run_1/metal_stack.png
Only two layers are drawn.
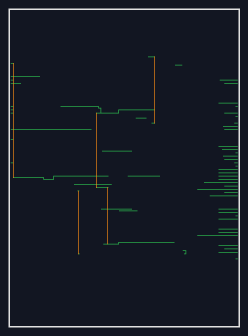
run_1/final_placement.png
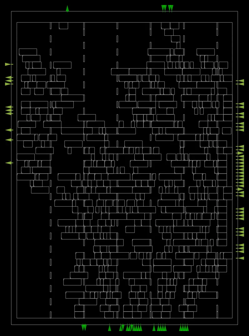
run_1/clock_map.png
Scale bar: 20 um.
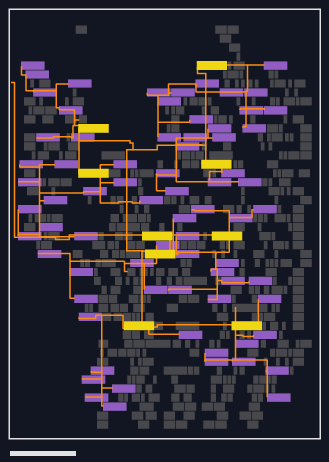
<file path="src/rtl/spi_mem_arbiter.sv">
// Two-port arbiter in front of a SPI ROM and a SPI RAM sharing one bus.
// Each granted request becomes one 40-bit mode-0 frame:
// opcode, address high byte, address[15:8], address[7:0], data byte.
// The last 8 bits of a read shift the returned byte in on miso.
module spi_mem_arbiter #(
  parameter logic [7:0] RD_CMD  = 8'h03,
  parameter logic [7:0] WR_CMD  = 8'h02,
  parameter logic [7:0] ADDR_HI = 8'h00
) (
  input  logic        clk,
  input  logic        rst,
  input  logic        req0,
  input  logic        req1,
  input  logic        we0,
  input  logic        we1,
  input  logic        ram0,
  input  logic        ram1,
  input  logic [15:0] addr0,
  input  logic [15:0] addr1,
  input  logic [7:0]  wdata0,
  input  logic [7:0]  wdata1,
  output logic        done0,
  output logic        done1,
  output logic [7:0]  rdata,
  output logic        busy,
  output logic        sclk,
  output logic        mosi,
  input  logic        miso,
  output logic        cs_rom_n,
  output logic        cs_ram_n
);

  typedef enum logic [1:0] {IDLE, SHIFT, DONE} state_t;

  state_t      state_q, state_d;
  logic        ptr_q, ptr_d;          // 1 = port 1 has priority on a tie
  logic        port_q, port_d;        // port owning the current frame
  logic        we_q, we_d;
  logic [6:0]  cnt_q, cnt_d;          // half-bit counter, 0..79
  logic [39:0] sh_q, sh_d;            // outgoing frame, MSB next
  logic [7:0]  rx_q, rx_d;            // incoming read byte
  logic [7:0]  rdata_q, rdata_d;
  logic        done0_q, done0_d, done1_q, done1_d, busy_q, busy_d;
  logic        sclk_q, sclk_d, mosi_q, mosi_d;
  logic        cs_rom_n_q, cs_rom_n_d, cs_ram_n_q, cs_ram_n_d;

  logic        gnt_port, sel_we, sel_ram;
  logic [15:0] sel_addr;
  logic [7:0]  sel_wdata;
  logic [39:0] frame;

  // Round-robin pick and the frame that port would send.
  always_comb begin
    gnt_port  = (req0 && req1) ? ptr_q : req1;
    sel_we    = gnt_port ? we1    : we0;
    sel_ram   = gnt_port ? ram1   : ram0;
    sel_addr  = gnt_port ? addr1  : addr0;
    sel_wdata = gnt_port ? wdata1 : wdata0;
    frame     = {(sel_we ? WR_CMD : RD_CMD), ADDR_HI, sel_addr,
                 (sel_we ? sel_wdata : 8'h00)};
  end

  // Next-state and registered-output logic for IDLE / SHIFT / DONE.
  always_comb begin
    state_d    = state_q;
    ptr_d      = ptr_q;
    port_d     = port_q;
    we_d       = we_q;
    cnt_d      = cnt_q;
    sh_d       = sh_q;
    rx_d       = rx_q;
    rdata_d    = rdata_q;
    done0_d    = 1'b0;
    done1_d    = 1'b0;
    busy_d     = busy_q;
    sclk_d     = sclk_q;
    mosi_d     = mosi_q;
    cs_rom_n_d = cs_rom_n_q;
    cs_ram_n_d = cs_ram_n_q;
    case (state_q)
      IDLE: begin
        busy_d     = 1'b0;
        sclk_d     = 1'b0;
        mosi_d     = 1'b0;
        cs_rom_n_d = 1'b1;
        cs_ram_n_d = 1'b1;
        if (req0 || req1) begin
          ptr_d  = ~gnt_port;
          port_d = gnt_port;
          we_d   = sel_we;
          busy_d = 1'b1;
          if (sel_we && !sel_ram) begin
            // ROM cannot be written: acknowledge without touching the bus.
            state_d = DONE;
            done0_d = ~gnt_port;
            done1_d = gnt_port;
          end else begin
            state_d    = SHIFT;
            sh_d       = frame;
            mosi_d     = frame[39];
            cnt_d      = 7'd0;
            cs_ram_n_d = ~sel_ram;
            cs_rom_n_d = sel_ram;
          end
        end
      end
      SHIFT: begin
        cnt_d = cnt_q + 7'd1;
        if (!cnt_q[0]) begin
          sclk_d = 1'b1;
        end else begin
          // End of the high phase: sample, then advance to the next bit.
          if (cnt_q >= 7'd65) rx_d = {rx_q[6:0], miso};
          sclk_d = 1'b0;
          if (cnt_q == 7'd79) begin
            state_d    = DONE;
            mosi_d     = 1'b0;
            cs_rom_n_d = 1'b1;
            cs_ram_n_d = 1'b1;
            done0_d    = ~port_q;
            done1_d    = port_q;
            if (!we_q) rdata_d = {rx_q[6:0], miso};
          end else begin
            mosi_d = sh_q[38];
            sh_d   = {sh_q[38:0], 1'b0};
          end
        end
      end
      DONE: begin
        state_d = IDLE;
        busy_d  = 1'b0;
      end
      default: state_d = IDLE;
    endcase
  end

  // State and output registers with synchronous reset.
  always_ff @(posedge clk) begin
    if (rst) begin
      state_q    <= IDLE;
      ptr_q      <= 1'b0;
      port_q     <= 1'b0;
      we_q       <= 1'b0;
      cnt_q      <= 7'd0;
      sh_q       <= 40'd0;
      rx_q       <= 8'h00;
      rdata_q    <= 8'h00;
      done0_q    <= 1'b0;
      done1_q    <= 1'b0;
      busy_q     <= 1'b0;
      sclk_q     <= 1'b0;
      mosi_q     <= 1'b0;
      cs_rom_n_q <= 1'b1;
      cs_ram_n_q <= 1'b1;
    end else begin
      state_q    <= state_d;
      ptr_q      <= ptr_d;
      port_q     <= port_d;
      we_q       <= we_d;
      cnt_q      <= cnt_d;
      sh_q       <= sh_d;
      rx_q       <= rx_d;
      rdata_q    <= rdata_d;
      done0_q    <= done0_d;
      done1_q    <= done1_d;
      busy_q     <= busy_d;
      sclk_q     <= sclk_d;
      mosi_q     <= mosi_d;
      cs_rom_n_q <= cs_rom_n_d;
      cs_ram_n_q <= cs_ram_n_d;
    end
  end

  assign done0    = done0_q;
  assign done1    = done1_q;
  assign rdata    = rdata_q;
  assign busy     = busy_q;
  assign sclk     = sclk_q;
  assign mosi     = mosi_q;
  assign cs_rom_n = cs_rom_n_q;
  assign cs_ram_n = cs_ram_n_q;

endmodule
</file>
<file path="config.mk">
export PLATFORM = sky130hd
export DESIGN_NAME = spi_mem_arbiter
export DESIGN_NICKNAME = d
export VERILOG_FILES = /design/src/rtl/spi_mem_arbiter.sv
export SDC_FILE = /design/constraint.sdc
export NUM_CORES = 1
export LEC_CHECK = 0
export CAP_MARGIN = 20
export CORE_ASPECT_RATIO = 1.4
export CORE_MARGIN = 2
export CORE_UTILIZATION = 30
export DETAILED_ROUTE_END_ITERATION = 7
export GPL_ROUTABILITY_DRIVEN = 0
export PLACE_DENSITY_LB_ADDON = 0.25
export RECOVER_POWER = 25
export SYNTH_ARGS = -nofsm -noshare
export SYNTH_HDL_FRONTEND = slang
export SYNTH_SLANG_ARGS = --single-unit
</file>
<file path="constraint.sdc">
create_clock -name clk -period 2 [get_ports clk]
set_input_delay 0.3 -clock clk [delete_from_list [all_inputs] [get_ports clk]]
set_output_delay 0.3 -clock clk [all_outputs]
set_load 0.05 [all_outputs]
</file>
==> GITHUB_STEP_SUMMARY, run 1 <==
## Implementation flow summary

| Metric | Value |
|---|---|
| Outcome | complete, no violations |
| Total gr overflow | 0 |
| Resized Gates After CTS | 0 |
| Ys flops | around 73 |
| R2R depth | 7 |
| Cycle use final | between 90% and 100% |
| Worst relative slew slack | between 60% and 70% |
| Critical Path Source | cnt_q[1] |
| CTS clk-pin slew, worst paths | 0.06 ns |
| Total GRT Usage | around 14% |
| Max Transition Viols Final | 0 |
| Gate Count Post-Synth | just over 400 |
| Die Y | 130 um |
| Internal power | approximately 2.9 mW |
| Chip width | approximately 94 um |
| FF-to-FF End | rdata[1] |
| Total number of vias | 3,151 |
| Asr flop ratio synth | 0% |
| Number of cells in Yosys stat | 404 |
| R2r startpoint | cnt_q[1] |
| Combinational Power Share | 19.2% |
| Setup violators final | 0 |
| # DRC | 0 |
| Worst path top cell family by delay | simple AND/OR/NAND/NOR gates |
| Htree depth | 3 |
| Vias per cell | roughly 5 |
| Layout net count | about 550 |
| Final WL | 8590 um |
| TritonRoute pass-1 iters | 4 |
| Inserted Clock Buffers | 9 |
| Chip area | between 10,000 and 15,000 um2 |
| Critical Path Sink | rdata[1] |
| Post-synth seq share | a little over two fifths |
| Post-CTS Setup Bufs | 0 |
About metal_stack.png:
- green: met3 (wire length 472 um)
- orange: met4 (wire length 154 um)

About final_placement.png:
Cell Count, Final, Fillers Out: 631
flop share of the area: 31.3%
Core Region: 10,900 um2
n_taps: 141
fillcell total: 1,133

About clock_map.png:
- yellow: cells driving clock nets (count 9)
- orange: clock wires (length 998 um)
- purple: flip-flops (count 73)
- routed clock nets: 10
- flops lie: widely spread
Late-Pin Clk Latency: 0.34 ns
clock share of power: 40.0%
Fin Clk Skew: 0.00651 ns
P_clk: 1.56 mW

## run 1: cell families after synthesis
logic type	count (synthesis)	share of synthesized area (%)
multiplexers	18	5.32
buffers and inverters	37	5.54
AND/OR/NAND/NOR	177	23.2
adder cells (fa/ha/maj)	2	0.739
flip-flops	73	43.1
XOR/XNOR	3	0.776
AND-OR/OR-AND	94	21.3
## run 1: sequential cells by signal, summed over array words and instances (netlist names)
name      cells
busy          1
cnt_q         7
cs_ram_n      1
cs_rom_n      1
done0         1
done1         1
mosi          1
port_q        1
ptr_q         1
rdata         8
rx_q          7
sclk          1
sh_q         39
state_q       2
we_q          1
## run 1: layer usage
metal  global-route usage [%]  vias to the layer above  wire (um)  part of all wire [%]
li1                         -                     1600          -                     -
met4                     5.63                        0        153                   1.8
met3                     3.81                       11        471                   5.5
met5                        0                        -          0                     0
met2                     25.1                       72       4160                    48
met1                     16.9                     1468       3800                    44
## run 1: worst register-to-register path: cells and delay by family (launching register included)
kind / cells / cell delay (ns)
adders and majority gates: 1 / 0.20
buffers and inverters: 1 / 0.15
DFF: 1 / 0.38
muxes: 1 / 0.25
and+or+nand+nor: 4 / 0.76
## run 1: power groups by stage
stage | sequential (mW) | combinational, mW | clock [mW]
5_1_grt | 1.60 | 0.823 | 1.66
3_5_place_dp | 1.62 | 0.759 | 0
3_3_place_gp | 1.62 | 0.754 | 0
4_1_cts | 1.59 | 0.766 | 1.60
6_report | 1.59 | 0.752 | 1.56
2_1_floorplan | 1.64 | 0.450 | 0
## run 1: per-stage QoR
step | area, um2 | setup WS, ns | TNS, ns | util, % | instances
floorplan | 3390 | 0.146 | 0 | - | 404
global placement | 4400 | -0.131 | -0.933 | 40.3 | 616
detailed placement | 4400 | -0.163 | -2.87 | 40.3 | 616
CTS | 4690 | 0.119 | 0 | 42.9 | 631
global route | 4670 | 0.00547 | 0 | 42.8 | 631
finish | 4670 | 0.133 | 0 | 42.8 | 631
## run 1: cell type report
type,instances,share of cell area [%]
Clock buffer,10,4.90
Clock inverter,5,1.23
Inverter,6,0.482
Multi-Input combinational cell,294,37.2
Sequential cell,73,31.3
Tap cell,141,3.78
Timing Repair Buffer,102,21.1
## run 1: how the worst min path moves through the flow
stage | start | end | slack [ns] | cells after the start
after floorplan | sh_q[38] | sh_q[38] | 0.43 | 2
after global placement | sh_q[12] | sh_q[12] | 0.44 | 2
after detailed placement | sh_q[12] | sh_q[12] | 0.44 | 2
after CTS | rst | ptr_q | 0.31 | 2
after global routing | rst | ptr_q | 0.33 | 2
final | rst | ptr_q | 0.31 | 2
## run 1: placed cells by master, fill, tap and decap left out, drive strengths merged, types with 3 or more instances in the layout
master	n
a211oi	7
dlygate4sd3	5
clkdlybuf4s50	65
a21oi	32
inv	6
xor2	3
buf	28
nor2	65
nor3	9
a22oi	14
dfxtp	73
nand4	3
o311ai	3
mux2i	18
o21ai	3
clkinvlp	3
nand2	65
a311o	23
clkbuf	14
nor2b	4
nand3	20
==> inputs of run 2 (changes only) <==
Settings changed: GPL_ROUTABILITY_DRIVEN 0 to not set.
run_2/final_placement.png
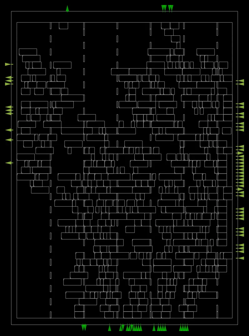
number of cell rows: 45
post-layout util: 42.8%
Flops: 73

run_2/cell_classes.png
Scale bar: 20 um.
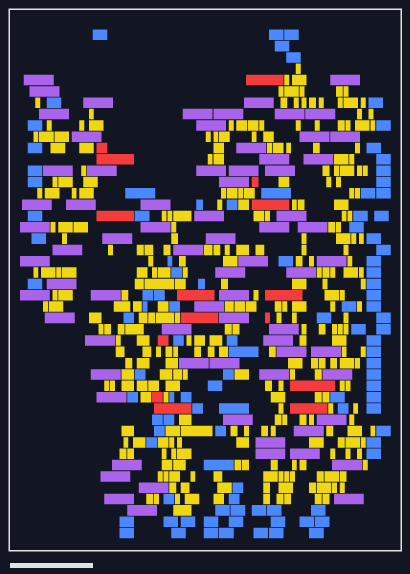
- red: clock drivers and dummy loads (cells 15; share of their area 6.4%)
- purple: flip-flops (cells 73; share of their area 33%)
- blue: other buffers and delay cells (cells 102; share of their area 22%)
- yellow: all other logic (cells 300; share of their area 39%)

==> GITHUB_STEP_SUMMARY, run 2 <==
## Implementation flow summary

| Metric | Value |
|---|---|
| Outcome | complete, no violations |
| Inserted Clock Buffers | 9 (unchanged) |
| Die Y | 130 um (unchanged) |
| Chip width | 93.8 um (unchanged) |
| TritonRoute pass-1 iters | 4 (unchanged) |
| CTS clk-pin slew, worst paths | 0.06 ns (about the same) |
| Late-Pin Clk Latency | 0.34 ns (about the same) |
| Max Transition Viols Final | 0 (unchanged) |
| Final worst slack | 0.133 ns (unchanged) |
| Most common logic cell in the routed design | dfxtp_1 |
| Dpl ws | -0.163 ns (unchanged) |
| Post-CTS Setup Bufs | 0 (unchanged) |
| Finished Cell Area | 4670 um2 (unchanged) |
| Setup violators final | 0 (unchanged) |
| Worst path top cell family by delay | simple AND/OR/NAND/NOR gates |
| Htree depth | 3 (unchanged) |
| Final WL | 8590 um (unchanged) |
| Chip area | 12,200 um2 (unchanged) |
| Asr flop ratio synth | 0% (unchanged) |
| Resized Gates After CTS | 0 (unchanged) |
| Most instantiated logic cells after routing | dfxtp_1, nand2_1, clkdlybuf4s50_1 |
| Worst relative slew slack | 64.6% (unchanged) |
| Layout net count | 545 (unchanged) |
| Total gr overflow | 0 (unchanged) |
| Ys flops | 73 (unchanged) |
| Area after DPL | 4400 um2 (unchanged) |
| Total GRT Usage | 14.5% (unchanged) |
| Setup TNS Final | 0 ns (unchanged) |
| Top reg by flops | sh_q |
| R2R depth | 7 (unchanged) |
| Number of cells in Yosys stat | 404 (unchanged) |
| Total number of vias | 3,151 (unchanged) |
| Gate Count Post-Synth | 404 (unchanged) |
| Vias per cell | 4.99 (unchanged) |
| Max reg flops | 39 (unchanged) |
| Fin Clk Skew | 0.00651 ns (unchanged) |
| Core Region | 10,900 um2 (unchanged) |
| Post-synth seq share | 43.1% (unchanged) |
==> run 2: worst register-to-register path, delay by kind of cell (launching register included) <==
| kind | cells | cell delay (ns) |
|---|---|---|
| flip-flops | 1 | 0.38 |
| buffers and inverters | 1 | 0.15 |
| AND/OR/NAND/NOR | 4 | 0.76 |
| adder cells (fa/ha/maj) | 1 | 0.20 |
| multiplexers | 1 | 0.25 |
==> run 2: logic make-up (layout without fill, tap and decap cells) <==
kind of cell,Yosys count,count (layout),share of synthesized area (%)
buf+inv,37,123,5.54
compound gates,94,94,21.3
fa+ha+maj,2,2,0.739
xor+xnor,3,3,0.776
flops,73,73,43.1
simple gates,177,177,23.2
mux,18,18,5.32
==> run 2: power breakdown <==
group / internal (mW) / switching, mW / total, mW
clock network: 0.955 / 0.606 / 1.56
registers: 1.54 / 0.0526 / 1.59
logic: 0.357 / 0.395 / 0.752
==> run 2: per-layer routing <==
layer,track usage (%),wire length (um),vias to the layer above
li1,-,-,1600
met1,16.9,3800,1468
met2,25.1,4160,72
met3,3.81,471,11
met4,5.63,153,0
met5,0,0,-
==> run 2: cell type report <==
type                    count  area share (%)
clock inverters             5            1.23
inverters                   6           0.482
flip-flops and latches     73            31.3
well taps                 141            3.78
clock buffers              10            4.90
multi-input cells         294            37.2
repair buffers            102            21.1
==> run 2: per-stage QoR <==
step	util (%)	std cells
floorplan	-	404
global placement	40.3	616
detailed placement	40.3	616
CTS	42.9	631
global route	42.8	631
finish	42.8	631
==> run 2: path summary, 6_finish.rpt <==
check                 from       end
setup / recovery  cnt_q[1]  rdata[1]
hold reg to reg    sh_q[6]   sh_q[6]
setup reg to reg  cnt_q[1]  rdata[1]
hold / removal         rst     ptr_q
Power and IR drop assume default switching activity.
